<file path="src/rtl/image_rom_arbiter_if.sv">
// ---------------------------------------------------------------------------
// image_rom_arbiter_if
// Bundle of the request, ROM and return signals around image_rom_arbiter.
//
// Handshake: a requester raises reqN with a stable addrN. The arbiter answers
// combinationally with gntN in the same cycle. The request is consumed at the
// rising edge that ends a cycle in which both reqN and gntN are high. Requests
// are not queued, so an ungranted requester keeps reqN high until it sees
// gntN. Each grant produces exactly one rd_validN strobe, with rd_dataN, a
// fixed number of cycles later. There is no back-pressure on the return side.
//
// Modports
//   slave  : arbiter view (requests and rom_data in; grants, rom_addr and
//            returns out)
//   master : requester/ROM side view (the mirror image)
// ---------------------------------------------------------------------------
interface image_rom_arbiter_if #(
  parameter int ADDR_W = 17,
  parameter int DATA_W = 8
);
  logic              req0;
  logic              req1;
  logic [ADDR_W-1:0] addr0;
  logic [ADDR_W-1:0] addr1;
  logic              prio0;
  logic              gnt0;
  logic              gnt1;
  logic [ADDR_W-1:0] rom_addr;
  logic [DATA_W-1:0] rom_data;
  logic              rd_valid0;
  logic              rd_valid1;
  logic [DATA_W-1:0] rd_data0;
  logic [DATA_W-1:0] rd_data1;

  modport slave (
    input  req0, req1, addr0, addr1, prio0, rom_data,
    output gnt0, gnt1, rom_addr, rd_valid0, rd_valid1, rd_data0, rd_data1
  );

  modport master (
    output req0, req1, addr0, addr1, prio0, rom_data,
    input  gnt0, gnt1, rom_addr, rd_valid0, rd_valid1, rd_data0, rd_data1
  );
endinterface

</file>
<file path="src/rtl/image_rom_arbiter.sv">
// ---------------------------------------------------------------------------
// image_rom_arbiter
// Shares one single-port image ROM between the display pixel path
// (requester 0) and a secondary sprite/overlay fetch (requester 1).
// At most one read is granted per cycle, and full throughput is sustained.
// Requester 0 wins outright while prio0 is high (active video). Otherwise
// ties go round-robin using a one-bit last-grant pointer.
//
// Ports
//   pixel_clk : sole clock, rising edge
//   reset_n   : asynchronous active-low reset
//   bus       : image_rom_arbiter_if.slave. This carries req0/1 and addr0/1,
//               prio0, the combinational gnt0/1, the registered rom_addr,
//               the ROM's rom_data, and the registered rd_valid0/1 and
//               rd_data0/1 return strobes.
//
// Timing: for a grant in cycle T, rom_addr is loaded at the end of T. The
// ROM data is valid ROM_LAT cycles after that. The return strobe is
// registered once more, so rd_validN is seen in cycle T+2+ROM_LAT.
// ---------------------------------------------------------------------------
module image_rom_arbiter #(
  parameter int ADDR_W  = 17,
  parameter int DATA_W  = 8,
  parameter int ROM_LAT = 1   // ROM read latency in clocks, 1..4
) (
  input  logic                pixel_clk,
  input  logic                reset_n,
  image_rom_arbiter_if.slave  bus
);

  logic              last_q;       // index of the most recent grant
  logic              gnt0;
  logic              gnt1;
  logic              gnt_any;
  logic [ADDR_W-1:0] rom_addr_q;

  // Tag pipeline: slot k holds the grant issued k+1 cycles ago. Slot ROM_LAT
  // lines up with the cycle in which rom_data belongs to that grant.
  logic [ROM_LAT:0]  tag_vld_q;
  logic [ROM_LAT:0]  tag_own_q;

  logic              rd_valid0_q;
  logic              rd_valid1_q;
  logic [DATA_W-1:0] rd_data0_q;
  logic [DATA_W-1:0] rd_data1_q;

  // Grant decode. Grants are gated by reset_n so that nothing is granted
  // while the block is held in reset.
  always_comb begin
    gnt0 = 1'b0;
    gnt1 = 1'b0;
    if (reset_n) begin
      if (bus.req0 && bus.req1) begin
        // Tie: prio0 forces requester 0. Otherwise the one not granted last
        // wins.
        if (bus.prio0 || last_q) gnt0 = 1'b1;
        else                     gnt1 = 1'b1;
      end else begin
        gnt0 = bus.req0;
        gnt1 = bus.req1;
      end
    end
  end

  assign gnt_any = gnt0 | gnt1;

  // Pointer and ROM address only move on a grant edge. The pointer resets to
  // 1 so that requester 0 takes the first tie after reset.
  always_ff @(posedge pixel_clk or negedge reset_n) begin
    if (!reset_n) begin
      last_q     <= 1'b1;
      rom_addr_q <= '0;
    end else if (gnt_any) begin
      last_q     <= gnt1;
      rom_addr_q <= gnt1 ? bus.addr1 : bus.addr0;
    end
  end

  // The tag pipeline shifts every cycle and never stalls. Reset clears all
  // valid bits, which discards any reads still in flight.
  always_ff @(posedge pixel_clk or negedge reset_n) begin
    if (!reset_n) begin
      tag_vld_q <= '0;
      tag_own_q <= '0;
    end else begin
      tag_vld_q <= {tag_vld_q[ROM_LAT-1:0], gnt_any};
      tag_own_q <= {tag_own_q[ROM_LAT-1:0], gnt1};
    end
  end

  // Return stage. Return data registers only load on their own strobe, so
  // each keeps the last value returned to its owner.
  always_ff @(posedge pixel_clk or negedge reset_n) begin
    if (!reset_n) begin
      rd_valid0_q <= 1'b0;
      rd_valid1_q <= 1'b0;
      rd_data0_q  <= '0;
      rd_data1_q  <= '0;
    end else begin
      rd_valid0_q <= tag_vld_q[ROM_LAT] & ~tag_own_q[ROM_LAT];
      rd_valid1_q <= tag_vld_q[ROM_LAT] &  tag_own_q[ROM_LAT];
      if (tag_vld_q[ROM_LAT] && !tag_own_q[ROM_LAT]) rd_data0_q <= bus.rom_data;
      if (tag_vld_q[ROM_LAT] &&  tag_own_q[ROM_LAT]) rd_data1_q <= bus.rom_data;
    end
  end

  assign bus.gnt0      = gnt0;
  assign bus.gnt1      = gnt1;
  assign bus.rom_addr  = rom_addr_q;
  assign bus.rd_valid0 = rd_valid0_q;
  assign bus.rd_valid1 = rd_valid1_q;
  assign bus.rd_data0  = rd_data0_q;
  assign bus.rd_data1  = rd_data1_q;

endmodule

</file>
<file path="src/flat_wrapper.sv">
// flat-port wrapper written by rule: the top's interface ports become plain ports
module image_rom_arbiter_flat 
#(
  parameter int ADDR_W  = 17,
  parameter int DATA_W  = 8,
  parameter int ROM_LAT = 1                                      
)
  (pixel_clk, reset_n, bus_req0, bus_req1, bus_addr0, bus_addr1, bus_prio0, bus_rom_data, bus_gnt0, bus_gnt1, bus_rom_addr, bus_rd_valid0, bus_rd_valid1, bus_rd_data0, bus_rd_data1);
  image_rom_arbiter_if #(.ADDR_W(ADDR_W), .DATA_W(DATA_W)) bus_i ();
  input  logic pixel_clk;
  input  logic reset_n;
  input wire logic [$bits(bus_i.req0)-1:0] bus_req0;
  input wire logic [$bits(bus_i.req1)-1:0] bus_req1;
  input wire logic [$bits(bus_i.addr0)-1:0] bus_addr0;
  input wire logic [$bits(bus_i.addr1)-1:0] bus_addr1;
  input wire logic [$bits(bus_i.prio0)-1:0] bus_prio0;
  input wire logic [$bits(bus_i.rom_data)-1:0] bus_rom_data;
  output wire logic [$bits(bus_i.gnt0)-1:0] bus_gnt0;
  output wire logic [$bits(bus_i.gnt1)-1:0] bus_gnt1;
  output wire logic [$bits(bus_i.rom_addr)-1:0] bus_rom_addr;
  output wire logic [$bits(bus_i.rd_valid0)-1:0] bus_rd_valid0;
  output wire logic [$bits(bus_i.rd_valid1)-1:0] bus_rd_valid1;
  output wire logic [$bits(bus_i.rd_data0)-1:0] bus_rd_data0;
  output wire logic [$bits(bus_i.rd_data1)-1:0] bus_rd_data1;
  assign bus_i.req0 = bus_req0;
  assign bus_i.req1 = bus_req1;
  assign bus_i.addr0 = bus_addr0;
  assign bus_i.addr1 = bus_addr1;
  assign bus_i.prio0 = bus_prio0;
  assign bus_i.rom_data = bus_rom_data;
  assign bus_gnt0 = bus_i.gnt0;
  assign bus_gnt1 = bus_i.gnt1;
  assign bus_rom_addr = bus_i.rom_addr;
  assign bus_rd_valid0 = bus_i.rd_valid0;
  assign bus_rd_valid1 = bus_i.rd_valid1;
  assign bus_rd_data0 = bus_i.rd_data0;
  assign bus_rd_data1 = bus_i.rd_data1;
  image_rom_arbiter #(.ADDR_W(ADDR_W), .DATA_W(DATA_W), .ROM_LAT(ROM_LAT)) u_core (.pixel_clk(pixel_clk), .reset_n(reset_n), .bus(bus_i));
endmodule
</file>
<file path="config.mk">
export PLATFORM = sky130hd
export DESIGN_NAME = image_rom_arbiter_flat
export DESIGN_NICKNAME = d
export VERILOG_FILES = /design/src/rtl/image_rom_arbiter_if.sv /design/src/rtl/image_rom_arbiter.sv /design/src/flat_wrapper.sv
export SDC_FILE = /design/constraint.sdc
export NUM_CORES = 1
export LEC_CHECK = 0
export CORE_ASPECT_RATIO = 1.4
export CORE_MARGIN = 5
export CORE_UTILIZATION = 43
export DETAILED_ROUTE_END_ITERATION = 8
export HOLD_SLACK_MARGIN = 0.08
export PLACE_DENSITY_LB_ADDON = 0.15
export SLEW_MARGIN = 20
export SYNTH_ARGS = -nofsm -noshare
export SYNTH_HDL_FRONTEND = slang
export SYNTH_SLANG_ARGS = --single-unit
</file>
<file path="constraint.sdc">
create_clock -name pixel_clk -period 2.05 [get_ports pixel_clk]
set_input_delay 0.3075 -clock pixel_clk [delete_from_list [all_inputs] [get_ports pixel_clk]]
set_output_delay 0.3075 -clock pixel_clk [all_outputs]
set_load 0.01 [all_outputs]
</file>
### Routed metal per tile

The die is cut into 13 by 17 equal tiles; dark blue is low, red is high, scaled to the fullest tile. Values are wire area over tile area, all layers added.
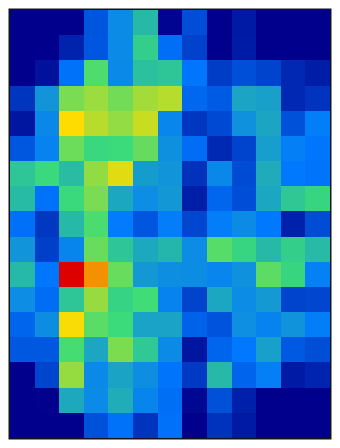
nearly empty tiles: 13%
tiles over half the peak: 13%
fullest tile: 0.51
routed vias: 1549
routed wirelength normalized by instance count: 16.4 um
total global-route track usage: 17.4%
WL final: 4610 um

### Clock network drawn from the DEF

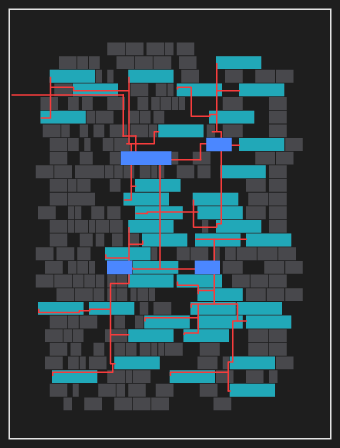
[cyan] flip-flops | count: 40
[red] clock wires | length: 418 um
[blue] cells driving clock nets | count: 5
routed clock nets: 6

### Register map, names as in the netlist

Scale bar: 20 um. Other sequential cells in the stronger grey, the rest of the logic in the fainter grey.
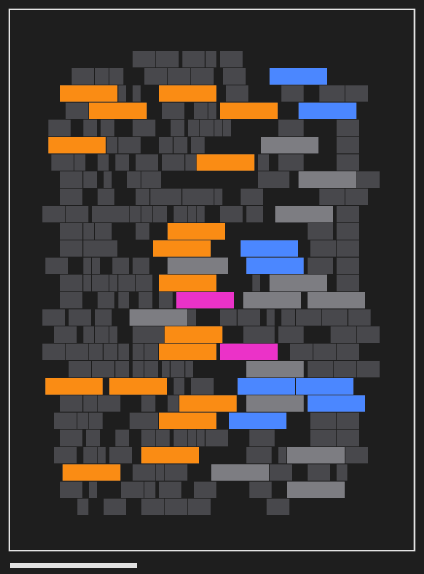
| colour | name in the netlist | placed flops |
|---|---|---|
| blue | u_core.bus.rd_data0 | 8 |
| magenta | u_core.tag_vld_q | 2 |
| orange | u_core.bus.rom_addr | 17 |

### Sizing map

Scale bar: 20 um.
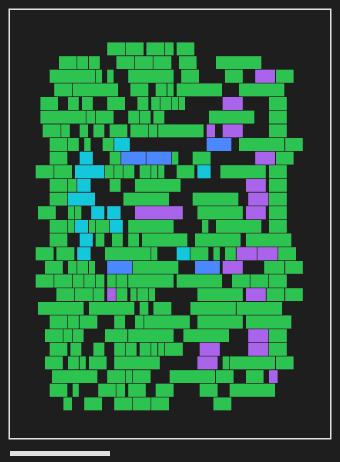
| colour | size | cells |
|---|---|---|
| green | drive 1 or less | 202 |
| blue | drive 6 and up | 5 |
| cyan | drive 3 to 4 | 13 |
| purple | drive 2 | 19 |

### Cell placement

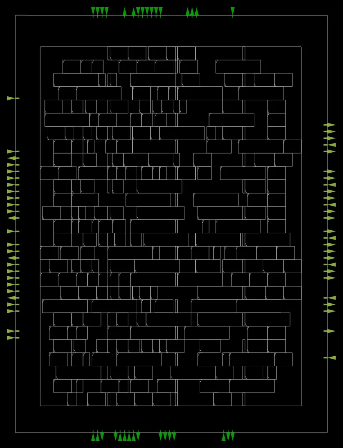
final standard cell utilization of the core: 68.3%
tally of non-filler cells in the final layout: 282
core outline area: 3920 um2
Rows: 27

==> tab_implementation.tex <==
% Implementation results table
\begin{tabular}{lr}
\hline
Metric & Value \\
\hline
\multicolumn{2}{l}{\textbf{Final layout}} \\
Final-stage net count & 285 \\
Synthesis-to-finish area growth & 53.7\% \\
Number of diodes & 0 \\
Ratio of cells with drive above 1 in the final layout & 15.5\% \\
\multicolumn{2}{l}{\textbf{Worst hold path}} \\
Path category of the worst min-delay check & in -> async \\
\multicolumn{2}{l}{\textbf{Yosys}} \\
Count of yosys warnings during synthesis & 0 \\
Synth area leader & dfrtp\_1 \\
Most repeated cell in the gate-level netlist after synthesis & dfrtp\_1 \\
Avg Synthesized Cell Area & 11.6 um2 \\
Dominant Register Cell & dfrtp\_1 \\
List of most frequent post-synthesis cells & dfrtp\_1, nor2\_1, a31oi\_1, nand4\_1, o21ai\_0 \\
Synthesized chip area reported by yosys & 1740 um2 \\
Synth Net Count & 197 \\
Largest cells by area after synthesis & dfrtp\_1, mux2\_2, a31oi\_1 \\
Instance tally after logic synthesis & 150 \\
Number of distinct library cells after synthesis & 20 \\
Post-synthesis sequential area ratio & 57.6\% \\
Yosys reg bits & 40 \\
Asr flop ratio synth & 100\% \\
Summed instance area of the synthesized netlist & 1740 um2 \\
Count of instantiated cells in the yosys netlist & 150 \\
Area share, top type & 56.1\% \\
Flip-flops with a built-in enable & 0 \\
\multicolumn{2}{l}{\textbf{CTS}} \\
Clk latency late pin & 280 ps \\
Post-CTS Repair Setup Buffers & 0 \\
CTS root buffer & clkbuf\_8 \\
CTS tree & built \\
Clock slew seen by the registers of the worst setup and hold paths & 80 ps \\
Clock buffers created by TritonCTS & 5 \\
Clock sink count & 40 \\
H-tree depth & 2 \\
Deepest clock path buffer count & 2 \\
\multicolumn{2}{l}{\textbf{STA}} \\
Setup TNS & 0 ps \\
Worst slew margin & 70.8\% \\
Final-report max-slew violation count & 0 \\
Final period utilization & 95.2\% \\
Setup violation total in the final timing report & 0 \\
Worst Tran Pin Value & 436 ps \\
Hold Violations, Final & 0 \\
Unrepaired setup endpoints after global routing & false \\
F\_max & 513 MHz \\
Clock period minus worst slack & 1950 ps \\
Worst clock skew & 7.20 ps \\
\multicolumn{2}{l}{\textbf{Placed design}} \\
Final HPWL from detailed placement & 3670 um \\
Total instance count after detailed placement & 274 \\
Placer's final routability congestion estimate & 0.800 \\
Number of I/O port buffers & 83 \\
\multicolumn{2}{l}{\textbf{Power and ir drop}} \\
Maximum vdd drop & 0.628 mV \\
Leakage power total & 1.10 nW \\
Power density normalized to cell area & 784 nW/um2 \\
\multicolumn{2}{l}{\textbf{Critical path}} \\
Crit path DRT & 1740 ps \\
Critical path capture point type & output port \\
Category of the critical setup timing path & in -> out \\
Critical Path Start Type & input port \\
Critical-path maximum fanout & 11 \\
Data arrival time of the worst path & 1640 ps \\
\multicolumn{2}{l}{\textbf{Outcome}} \\
Status & finished, final reports clean \\
\multicolumn{2}{l}{\textbf{Detailed routing}} \\
Number of DRC markers in iteration 0 & 30 \\
Detailed-routing iteration count for the pre-antenna-repair pass & 4 \\
DR DRC count & 0 \\
Detail Route Antenna Nets & 0 \\
Via density per instance & 5.49 \\
\multicolumn{2}{l}{\textbf{Global routing}} \\
Fraction of met3 tracks used by global routing & 6.09\% \\
Met1 demand-to-capacity share in global routing & 21.1\% \\
Global-route wire length before repair & 7670 um \\
GRT met2 Usage & 28.9\% \\
Overall overflow remaining after global route & 0 \\
Pin count of the biggest net entering global routing & 38 \\
Via count of the first global-routing pass & 1631 \\
Initial antenna violation count & 0 \\
Busiest layer in global routing & met2 \\
\multicolumn{2}{l}{\textbf{Floorplan}} \\
Number of primary I/O pins & 84 \\
Y dimension of the die & 85.3 um \\
Starting density of the core & 44.4\% \\
Chip area & 5440 um2 \\
Floorplan die width & 63.8 um \\
\multicolumn{2}{l}{\textbf{Run}} \\
Number of OpenROAD warnings & 26 \\
Maxcap violations & 0 \\
\hline
\end{tabular}
-- power breakdown --
group | internal (mW) | switching (mW) | total, mW
Clock | 0.237 | 0.263 | 0.500
Sequential | 0.912 | 0.0629 | 0.975
Combinational | 0.377 | 0.245 | 0.622
Total | 1.53 | 0.571 | 2.10
-- worst max-delay path, stage by stage --
cell and delay (ps):
clkdlybuf4s50_1 450, buf_4 200, a21oi_1 130, clkdlybuf4s50_1 550
-- cells in the final DEF, fill, tap and decap left out --
master,Yosys,final
clkdlybuf4s50_1,0,81
dfrtp_1,39,39
nor2_1,19,19
o21ai_0,17,17
nand4_1,17,17
a31oi_1,17,17
mux2_2,15,15
buf_4,2,10
clkbuf_8,0,5
nand2_1,3,3
inv_1,3,3
clkinv_2,0,2
o21a_4,1,1
nand2b_1,1,1
a21oi_1,1,1
o21a_1,1,1
o21ai_4,1,1
mux2_1,1,1
o22ai_1,1,1
clkinv_4,0,1
buf_2,4,1
dlymetal6s2s_1,0,1
dfstp_2,1,1
-- registers in the layout, summed over array words and instances (netlist names) --
name                  cells
u_core.bus.rd_data0       8
u_core.bus.rd_data1       8
u_core.bus.rd_valid0      1
u_core.bus.rd_valid1      1
u_core.bus.rom_addr      17
u_core.last_q             1
u_core.tag_own_q          2
u_core.tag_vld_q          2
-- layer usage --
metal / share of wire [%] / vias up
li1: - / 721
met1: 38 / 735
met2: 51 / 81
met3: 8.1 / 12
met4: 2.3 / 0
met5: 0 / -
-- area by class of cell --
cell class | instances | area [um2]
Fill cell | 317 | 1240
Multi-Input combinational cell | 95 | 617
Clock inverter | 3 | 18.8
Sequential cell | 40 | 1000
Clock buffer | 5 | 68.8
Inverter | 3 | 11.3
Timing Repair Buffer | 93 | 903
Tap cell | 43 | 53.8
-- repair_timing --
| item | 4_1_cts | 5_1_grt |
|---|---|---|
| setup endpoints to repair | 0 | 1 |
| hold endpoints to repair | 0 | 0 |
| hold buffers | 0 | 0 |
| gates resized | 0 | 1 |
-- through the flow --
step	util, %	area (um2)	setup WS [ps]	power (mW)	hold slack, ps
floorplan	-	1740	792	1.23	11.9
global placement	66.0	2580	24.2	1.60	336
detailed placement	66.0	2580	13.3	1.62	346
CTS	68.2	2670	7.78	2.13	121
global route	68.3	2680	10.5	2.22	138
finish	68.3	2680	99.1	2.10	120
-- path summary, 6_finish.rpt --
| kind | to | slack [ps] | start | cells past startpoint |
|---|---|---|---|---|
| min reg2reg | u_core.tag_vld_q[1] | 350 | u_core.tag_vld_q[0] | 0 |
| min | u_core.tag_own_q[1] | 120 | reset_n | 2 |
| max in group asynchronous | u_core.bus.rom_addr[7] | 1310 | reset_n | 3 |
| max reg2reg | u_core.bus.rom_addr[7] | 700 | u_core.last_q | 4 |
| min in group pixel_clk | u_core.tag_own_q[0] | 340 | reset_n | 3 |
| max | bus_gnt0 | 100 | bus_req1 | 4 |
-- logic make-up (layout without fill, tap and decap cells) --
group / count (synthesis) / after routing / synth area share (%)
compound gates: 39 / 39 / 13.9
buf+inv: 15 / 104 / 6.97
flops: 40 / 40 / 57.6
mux: 16 / 16 / 10.4
simple gates: 40 / 40 / 11.2
Power is estimated from default activity; no workload was simulated.
